**config.mk**
```make
export PLATFORM = sky130hd
export DESIGN_NAME = histogram_bank_ctrl_flat
export DESIGN_NICKNAME = d
export VERILOG_FILES = /design/src/rtl/histogram_bank_ctrl_if.sv /design/src/rtl/histogram_bank_ctrl.sv /design/src/flat_wrapper.sv
export SDC_FILE = /design/constraint.sdc
export NUM_CORES = 1
export LEC_CHECK = 0
export CORE_MARGIN = 2
export CORE_UTILIZATION = 44
export DETAILED_ROUTE_END_ITERATION = 8
export HOLD_SLACK_MARGIN = 0.1
export PLACE_DENSITY = 0.84
export SLEW_MARGIN = 5
export SYNTH_ARGS = -nofsm -noshare
export SYNTH_HDL_FRONTEND = slang
export SYNTH_SLANG_ARGS = --single-unit
```
**constraint.sdc**
```tcl
create_clock -name clk -period 3.3 [get_ports clk]
set_input_delay 0.33 -clock clk [delete_from_list [all_inputs] [get_ports clk]]
set_output_delay 0.33 -clock clk [all_outputs]
set_load 0.01 [all_outputs]
```
**src/rtl/histogram_bank_ctrl_if.sv**
```systemverilog
// Magnitude stream into the histogram bank controller: FFT side is master,
// controller is slave.
interface histogram_bank_ctrl_if #(
  parameter int DATA_W = 16
);
  logic              s_valid;
  logic [DATA_W-1:0] s_data;
  logic              s_last;
  logic              s_ready;

  modport master (output s_valid, output s_data, output s_last, input s_ready);
  modport slave  (input s_valid, input s_data, input s_last, output s_ready);
endinterface

```
**src/rtl/histogram_bank_ctrl.sv**
```systemverilog
// Ping-pong bank controller for the 2x1024-bin histogram RAM; banks swap only at vblank.
// Optional macro HIST_STATS_EN adds swap/stale 16-bit counters.
module histogram_bank_ctrl #(
  parameter int BIN_W  = 10,
  parameter int DATA_W = 16
) (
  input  logic               clk,
  input  logic               reset_n,
  histogram_bank_ctrl_if.slave s,
  input  logic               vblank_start,
  output logic               wr_en,
  output logic [BIN_W:0]     wr_addr,
  output logic [DATA_W-1:0]  wr_data,
  input  logic [BIN_W-1:0]   rd_bin,
  output logic [BIN_W:0]     rd_addr,
  output logic               front_bank,
  output logic               frame_ready,
  output logic               sync_err,
  output logic [15:0]        swap_count,
  output logic [15:0]        stale_count
);

  typedef enum logic [1:0] {FILL, DRAIN, HOLD} state_t;

  localparam logic [BIN_W-1:0] IDX_MAX = {BIN_W{1'b1}};

  state_t            state_q, state_d;
  logic [BIN_W-1:0]  idx_q, idx_d;
  logic              front_q, front_d;
  logic              wr_en_q, wr_en_d;
  logic [BIN_W:0]    wr_addr_q, wr_addr_d;
  logic [DATA_W-1:0] wr_data_q, wr_data_d;
  logic              sync_err_q, sync_err_d;
  logic              accept;

  assign s.s_ready   = (state_q != HOLD);
  assign frame_ready = (state_q == HOLD);
  assign accept      = s.s_valid && s.s_ready;

  always_ff @(posedge clk or negedge reset_n) begin
    if (!reset_n) begin
      state_q    <= FILL;
      idx_q      <= '0;
      front_q    <= 1'b0;
      wr_en_q    <= 1'b0;
      wr_addr_q  <= '0;
      wr_data_q  <= '0;
      sync_err_q <= 1'b0;
    end else begin
      state_q    <= state_d;
      idx_q      <= idx_d;
      front_q    <= front_d;
      wr_en_q    <= wr_en_d;
      wr_addr_q  <= wr_addr_d;
      wr_data_q  <= wr_data_d;
      sync_err_q <= sync_err_d;
    end
  end

  always_comb begin
    state_d    = state_q;
    idx_d      = idx_q;
    front_d    = front_q;
    wr_en_d    = 1'b0;
    wr_addr_d  = wr_addr_q;
    wr_data_d  = wr_data_q;
    sync_err_d = 1'b0;
    case (state_q)
      FILL: begin
        if (accept) begin
          wr_en_d   = 1'b1;
          wr_addr_d = {~front_q, idx_q};
          wr_data_d = s.s_data;
          idx_d     = idx_q + 1'b1;
          if (idx_q == IDX_MAX) begin
            idx_d = '0;
            if (s.s_last) begin
              state_d = HOLD;
            end else begin
              sync_err_d = 1'b1;
              state_d    = DRAIN;
            end
          end else if (s.s_last) begin
            // Short frame: restart at bin 0, the partial data is overwritten.
            idx_d      = '0;
            sync_err_d = 1'b1;
          end
        end
      end
      DRAIN: begin
        if (accept && s.s_last) begin
          state_d = FILL;
          idx_d   = '0;
        end
      end
      HOLD: begin
        if (vblank_start) begin
          front_d = ~front_q;
          state_d = FILL;
          idx_d   = '0;
        end
      end
      default: begin
        state_d = FILL;
        idx_d   = '0;
      end
    endcase
  end

  assign wr_en      = wr_en_q;
  assign wr_addr    = wr_addr_q;
  assign wr_data    = wr_data_q;
  assign sync_err   = sync_err_q;
  assign front_bank = front_q;
  assign rd_addr    = {front_q, rd_bin};

`ifdef HIST_STATS_EN
  logic [15:0] swap_q, stale_q;

  always_ff @(posedge clk or negedge reset_n) begin
    if (!reset_n) begin
      swap_q  <= '0;
      stale_q <= '0;
    end else if (vblank_start) begin
      if (state_q == HOLD) swap_q  <= swap_q + 16'd1;
      else                 stale_q <= stale_q + 16'd1;
    end
  end

  assign swap_count  = swap_q;
  assign stale_count = stale_q;
`else
  assign swap_count  = '0;
  assign stale_count = '0;
`endif

endmodule

```
**src/flat_wrapper.sv**
```systemverilog
// flat-port wrapper written by rule: the top's interface ports become plain ports
module histogram_bank_ctrl_flat 
#(
  parameter int BIN_W  = 10,
  parameter int DATA_W = 16
)
  (clk, reset_n, vblank_start, wr_en, wr_addr, wr_data, rd_bin, rd_addr, front_bank, frame_ready, sync_err, swap_count, stale_count, s_s_valid, s_s_data, s_s_last, s_s_ready);
  histogram_bank_ctrl_if #(.DATA_W(DATA_W)) s_i ();
  input  logic clk;
  input  logic reset_n;
  input  logic vblank_start;
  output logic wr_en;
  output logic [BIN_W:0] wr_addr;
  output logic [DATA_W-1:0] wr_data;
  input  logic [BIN_W-1:0] rd_bin;
  output logic [BIN_W:0] rd_addr;
  output logic front_bank;
  output logic frame_ready;
  output logic sync_err;
  output logic [15:0] swap_count;
  output logic [15:0] stale_count;
  input wire logic [$bits(s_i.s_valid)-1:0] s_s_valid;
  input wire logic [$bits(s_i.s_data)-1:0] s_s_data;
  input wire logic [$bits(s_i.s_last)-1:0] s_s_last;
  output wire logic [$bits(s_i.s_ready)-1:0] s_s_ready;
  assign s_i.s_valid = s_s_valid;
  assign s_i.s_data = s_s_data;
  assign s_i.s_last = s_s_last;
  assign s_s_ready = s_i.s_ready;
  histogram_bank_ctrl #(.BIN_W(BIN_W), .DATA_W(DATA_W)) u_core (.clk(clk), .reset_n(reset_n), .s(s_i), .vblank_start(vblank_start), .wr_en(wr_en), .wr_addr(wr_addr), .wr_data(wr_data), .rd_bin(rd_bin), .rd_addr(rd_addr), .front_bank(front_bank), .frame_ready(frame_ready), .sync_err(sync_err), .swap_count(swap_count), .stale_count(stale_count));
endmodule
```
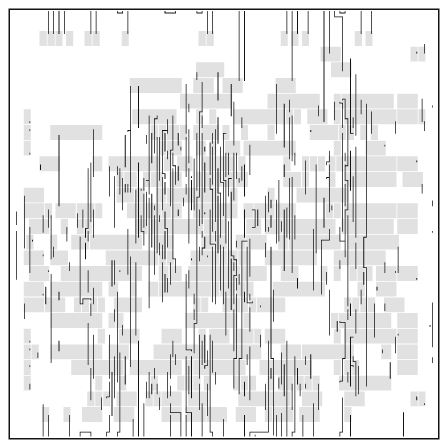
*Met2 routing, run 1*
Cells faint in the background.
The longest straight run is 23.1 µm. The layer holds 48% of the routed length. The wires run mostly vertical. 249 nets have wire on it.
routing usage on met2: 0.277
Routed WL: 4.28 mm

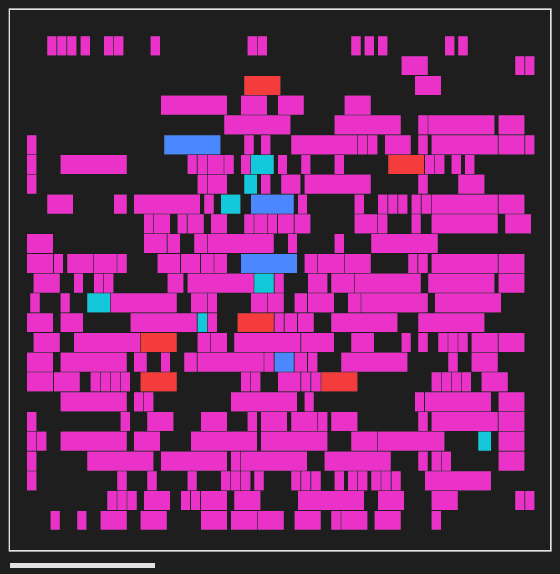
*Cells by drive strength, run 1*
The bar under the picture is 20 µm long.
Key: _6 and larger = red [cells 6, most used clkbuf_8]; _2 cells = cyan [cells 7, most used and3_2]; _3 and _4 cells = blue [cells 4]; _0 and _1 cells = magenta [cells 269, most used nand2_1]

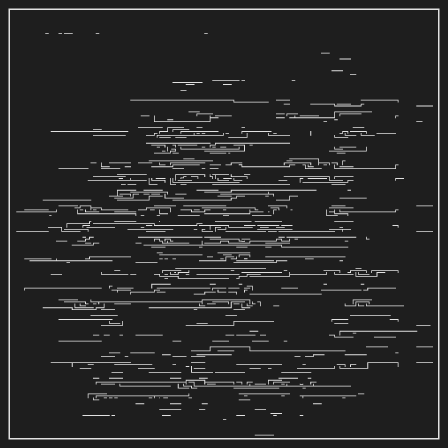
*Met1 routing, run 1*
The wires run mostly horizontal. The layer holds 43% of the routed length. The layer carries 1860 µm of wire. 242 nets have wire on it. The longest straight run is 27.1 µm.
via count: 1622
met1 Resource Use GR: 0.202

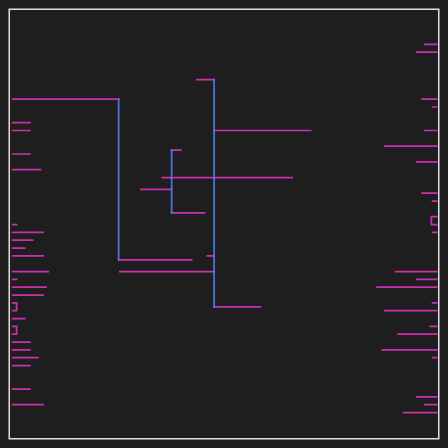
*Routed metal, one color a layer, run 1*
Only two layers are drawn.
Key: metal 3 = magenta [wire length 279 µm]; metal 4 = blue [wire length 78.2 µm]
drt wl/cell: 12.1 µm
All-Layer GR Usage: 0.166

==> summary.txt, run 1 <==
flow finished, numbers: status completed, worst relative slew slack 0.402, vertical die size 74.3 µm, RR Startpoint u_core.state_q[0], global-route wire length before repair a little under 7 mm, Setup crit end u_core.state_q[1], crit path from s_s_valid, register share after synthesis 0.483, clock-cell share of area 0.0347, Root Buffer Master clkbuf_8, CTS tree done, Die X 74.3 µm, vias in the first global route 1520, postcts setup bufs 0, clk slew on worst S/H paths roughly 0.08 ns, highest clock rate approximately 490 MHz, cells after synthesis 244, Comb power 0.194 mW, Worst Skew 0.00429 ns, Yosys chip area 2170 µm², Signal buf overhead 0.203, synth cell count leaders nand2_1, buf_4, dfrtp_1, nor2_1, o21ai_0, # IOs 106, dpl hpwl 2.94 mm, max-cap check violation count 0, PD cells ~420 nW/µm², Registers, synthesis around 42, std cell rows 25, initial antenna violation count 0, hold slack final 0.159 ns, FF-to-FF path depth 3, Fill cells 434, # clock sinks 42, Synth top cell by count nand2_1, crit path launch type primary input, Final nets 317, Syn. warnings 0, inverters 5, largest net degree at the start of global routing between 40 and 50, worst path bufs/invs 2, hold buffers post-CTS 0, Setup crit end kind flip-flop, vias per cell 4.59, switching power 0.295 mW, total power 1.11 mW, #MultiIn Comb 177, Biggest consumer registers, met3 WL 279 µm, highest routed layer met4, Leak 1.31 nW, initial core utilization 0.457, Avg Cell Area, Syn 8.91 µm², Fin. Hold Viols 0, Pins Over Slew Limit 0, P_seq between 0.5 and 0.6 mW, cycle use final 0.619, Non-clock buffers 54, CTS resizes 0, unrepaired setup endpoints after global routing false, Critical Path AT 2.28 ns, Seq cells 42, clk pwr 0.336 mW, busiest grt layer met2, setup TNS 0 ns, PortBufs about 53, Late-Pin Clk Latency about 0.29 ns, highest-count logic cell in the final layout nand2_1, count of library flops with an enable pin 0, met2 WL between 2 and 2.5 mm, Comb/total area 0.324, final setup vio count 0, leading area contributor after synthesis dfrtp_1, Die ar. approximately 5500 µm², CP max-delay cell or3b_1, antenna viol nets, final 0, Comb area 853 µm², R2R setup slack 1.34 ns, n_taps 67, worst-path maximum fanout 28, switching share of power 0.266, area grow syn2layout 21.0%, internal power ~0.8 mW, max reg flops 16, Log Warnings 26, CLK BUF 7, CP Cell Sequence clkdlybuf4s50_1, or3b_1, inv_2, a31o_2
[run 1: through the flow]
step                      cells  setup slack [ns]  cell area [µm²]   util
after global routing        353              1.11             2630  0.553
final                       353              1.26             2630  0.553
after CTS                   353              1.26             2630  0.553
after floorplan             275              1.79             2290      -
after detailed placement    345             0.952             2540  0.534
after global placement      345             0.982             2540  0.534
[run 1: kinds of logic (layout without fill, tap and decap cells)]
kind of cell,after synthesis,after routing,synth area share
and+or+nand+nor,118,118,0.248
buffers and inverters,56,67,0.178
DFF,42,42,0.483
AOI/OAI and AO/OA,24,24,0.0754
xor gates and xnor gates,2,2,0.00806
adders and majority gates,1,1,0.00575
other,1,32,0.00172
### Clock routing, run 1

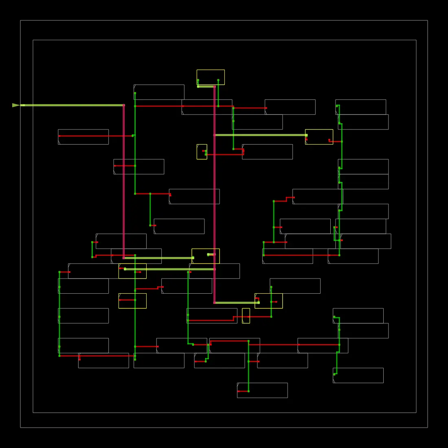

==> inputs of run 2 (changes only) <==
- CORE_UTILIZATION: 44 -> 37
- PLACE_DENSITY: 0.84 -> 0.75
- clock period: 3.3 -> 1.7 ns (I/O delays scaled with it)
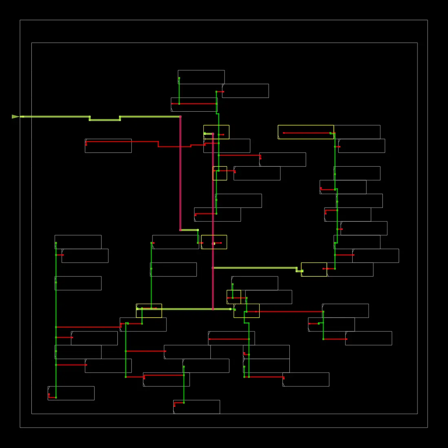
*Clock routing, run 2*
CLK BUF: 5
clk pwr: 0.781 mW
Late-Pin Clk Latency: 0.30 ns
Seq cells: 42
Worst Skew: 0.0124 ns

==> run 2 against run 1 <==
Against the previous run: sequential share of layout area decreased by 3.4 points; die area grew 18%; register-to-register slack worse by 1.2 ns; non-clock buffer count is 24 higher; setup slack got worse by 1.1 ns; synthesized area unchanged; clock power increased by 130%; clock skew rose by 0.0081 ns; count of clock-buffer cells in the layout is 2 lower; critical path depth up 2; synthesized cell count unchanged; flip-flop count unchanged.
==> summary.txt, run 2 <==
flow finished, numbers: status completed, highest-count logic cell in the final layout nand2_1, global-route wire length before repair 7.27 mm (+5.5%), Signal buf overhead 0.255 (+0.0525), antenna viol nets, final 0 (unchanged), std cell rows 27 (+8.0%), Yosys chip area 2170 µm² (unchanged), max reg flops 16 (unchanged), PortBufs 53 (unchanged), RR Startpoint u_core.idx_q[0], initial antenna violation count 0 (unchanged), leading area contributor after synthesis dfrtp_1, worst-path maximum fanout 5 (-82%), Fill cells 530 (+22%), postcts setup bufs 1 (+1), CP Cell Sequence ha_2, nand2_2, nor3_4, nor3_1, buf_4, a221o_1, met2 WL 2.16 mm (+4.1%), Critical Path AT 1.77 ns (-0.51 ns), CTS resizes 0 (unchanged), Leak 1.46 nW (+11%), highest clock rate around 630 MHz, Final nets 341 (+7.6%), fin cells 382 (+8.2%), Fin. Hold Viols 0 (unchanged), register share after synthesis 0.483 (unchanged), synth cell count leaders nand2_1, buf_4, dfrtp_1, nor2_1, o21ai_0, cycle use final 0.933, vias in the first global route 1563 (+2.8%), inverters 5 (unchanged), Log Warnings 26 (unchanged), Comb/total area 0.302 (-0.0226), Worst Slack Setup Final 0.113 ns (-1.14 ns), busiest grt layer met2, All-Layer GR Usage 0.145 (-0.0203), Die X 80.7 µm (+8.6%), hold buffers post-CTS 1 (+1), Registers, synthesis 42 (unchanged), # clock sinks 42 (unchanged), Setup WS pre-CTS -0.196 ns (-1.15 ns), Comb area 867 µm² (+1.6%), Pins Over Slew Limit 0 (unchanged), area grow syn2layout 32.2%, post-placement cell area 2700 µm² (+6.4%), total power 2.33 mW (+110%), Syn. warnings 0 (unchanged), Avg Cell Area, Syn 8.91 µm² (unchanged), Die ar. 6510 µm² (+18%), n_taps 72 (+7.5%), final setup vio count 0 (unchanged), cells after synthesis 244 (unchanged), CP max-delay cell dfrtp_1, #MultiIn Comb 177 (unchanged), Final Core Density 0.512 (-0.0409), dpl hpwl 3.36 mm (+14%), initial core utilization 0.388 (-0.0696), highest routed layer met4, clk slew on worst S/H paths 0.09 ns (about the same), PD cells 812 nW/µm² (+93%), Root Buffer Master clkbuf_8, vias per cell 4.52 (-1.6%)
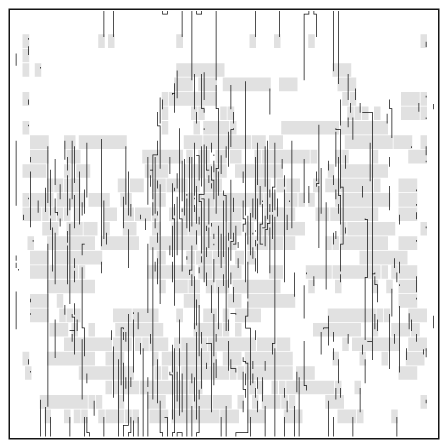
*Met2 routing, run 2*
Cells faint in the background.
The longest straight run is 46.6 µm. The wires run mostly vertical. The layer carries 2160 µm of wire. 282 nets have wire on it. The layer holds 48% of the routed length.
via count: 1727
Routed WL: 4.53 mm
routing usage on met2: 0.231

run 2: cell counts after synthesis:
No cell type changed its count.
run 2: cell families (layout without fill, tap and decap cells):
| logic type | after synthesis | in the layout | synth area share |
|---|---|---|---|
| other | 1 | 32 | 0.00172 |
| XOR/XNOR | 2 | 2 | 0.00806 |
| AND-OR/OR-AND | 24 | 24 | 0.0754 |
| AND/OR/NAND/NOR | 118 | 118 | 0.248 |
| buffers and inverters | 56 | 91 | 0.178 |
| adder cells (fa/ha/maj) | 1 | 1 | 0.00575 |
| flip-flops | 42 | 42 | 0.483 |
run 2: where the power goes:
part | leakage (nW) | switching [mW] | internal (mW)
logic | 0.862 | 0.214 | 0.227
clock network | 0.0504 | 0.344 | 0.437
registers | 0.547 | 0.0429 | 1.07
total | 1.46 | 0.601 | 1.73
Power figures rest on the tool's default switching activity, not on a simulated workload.
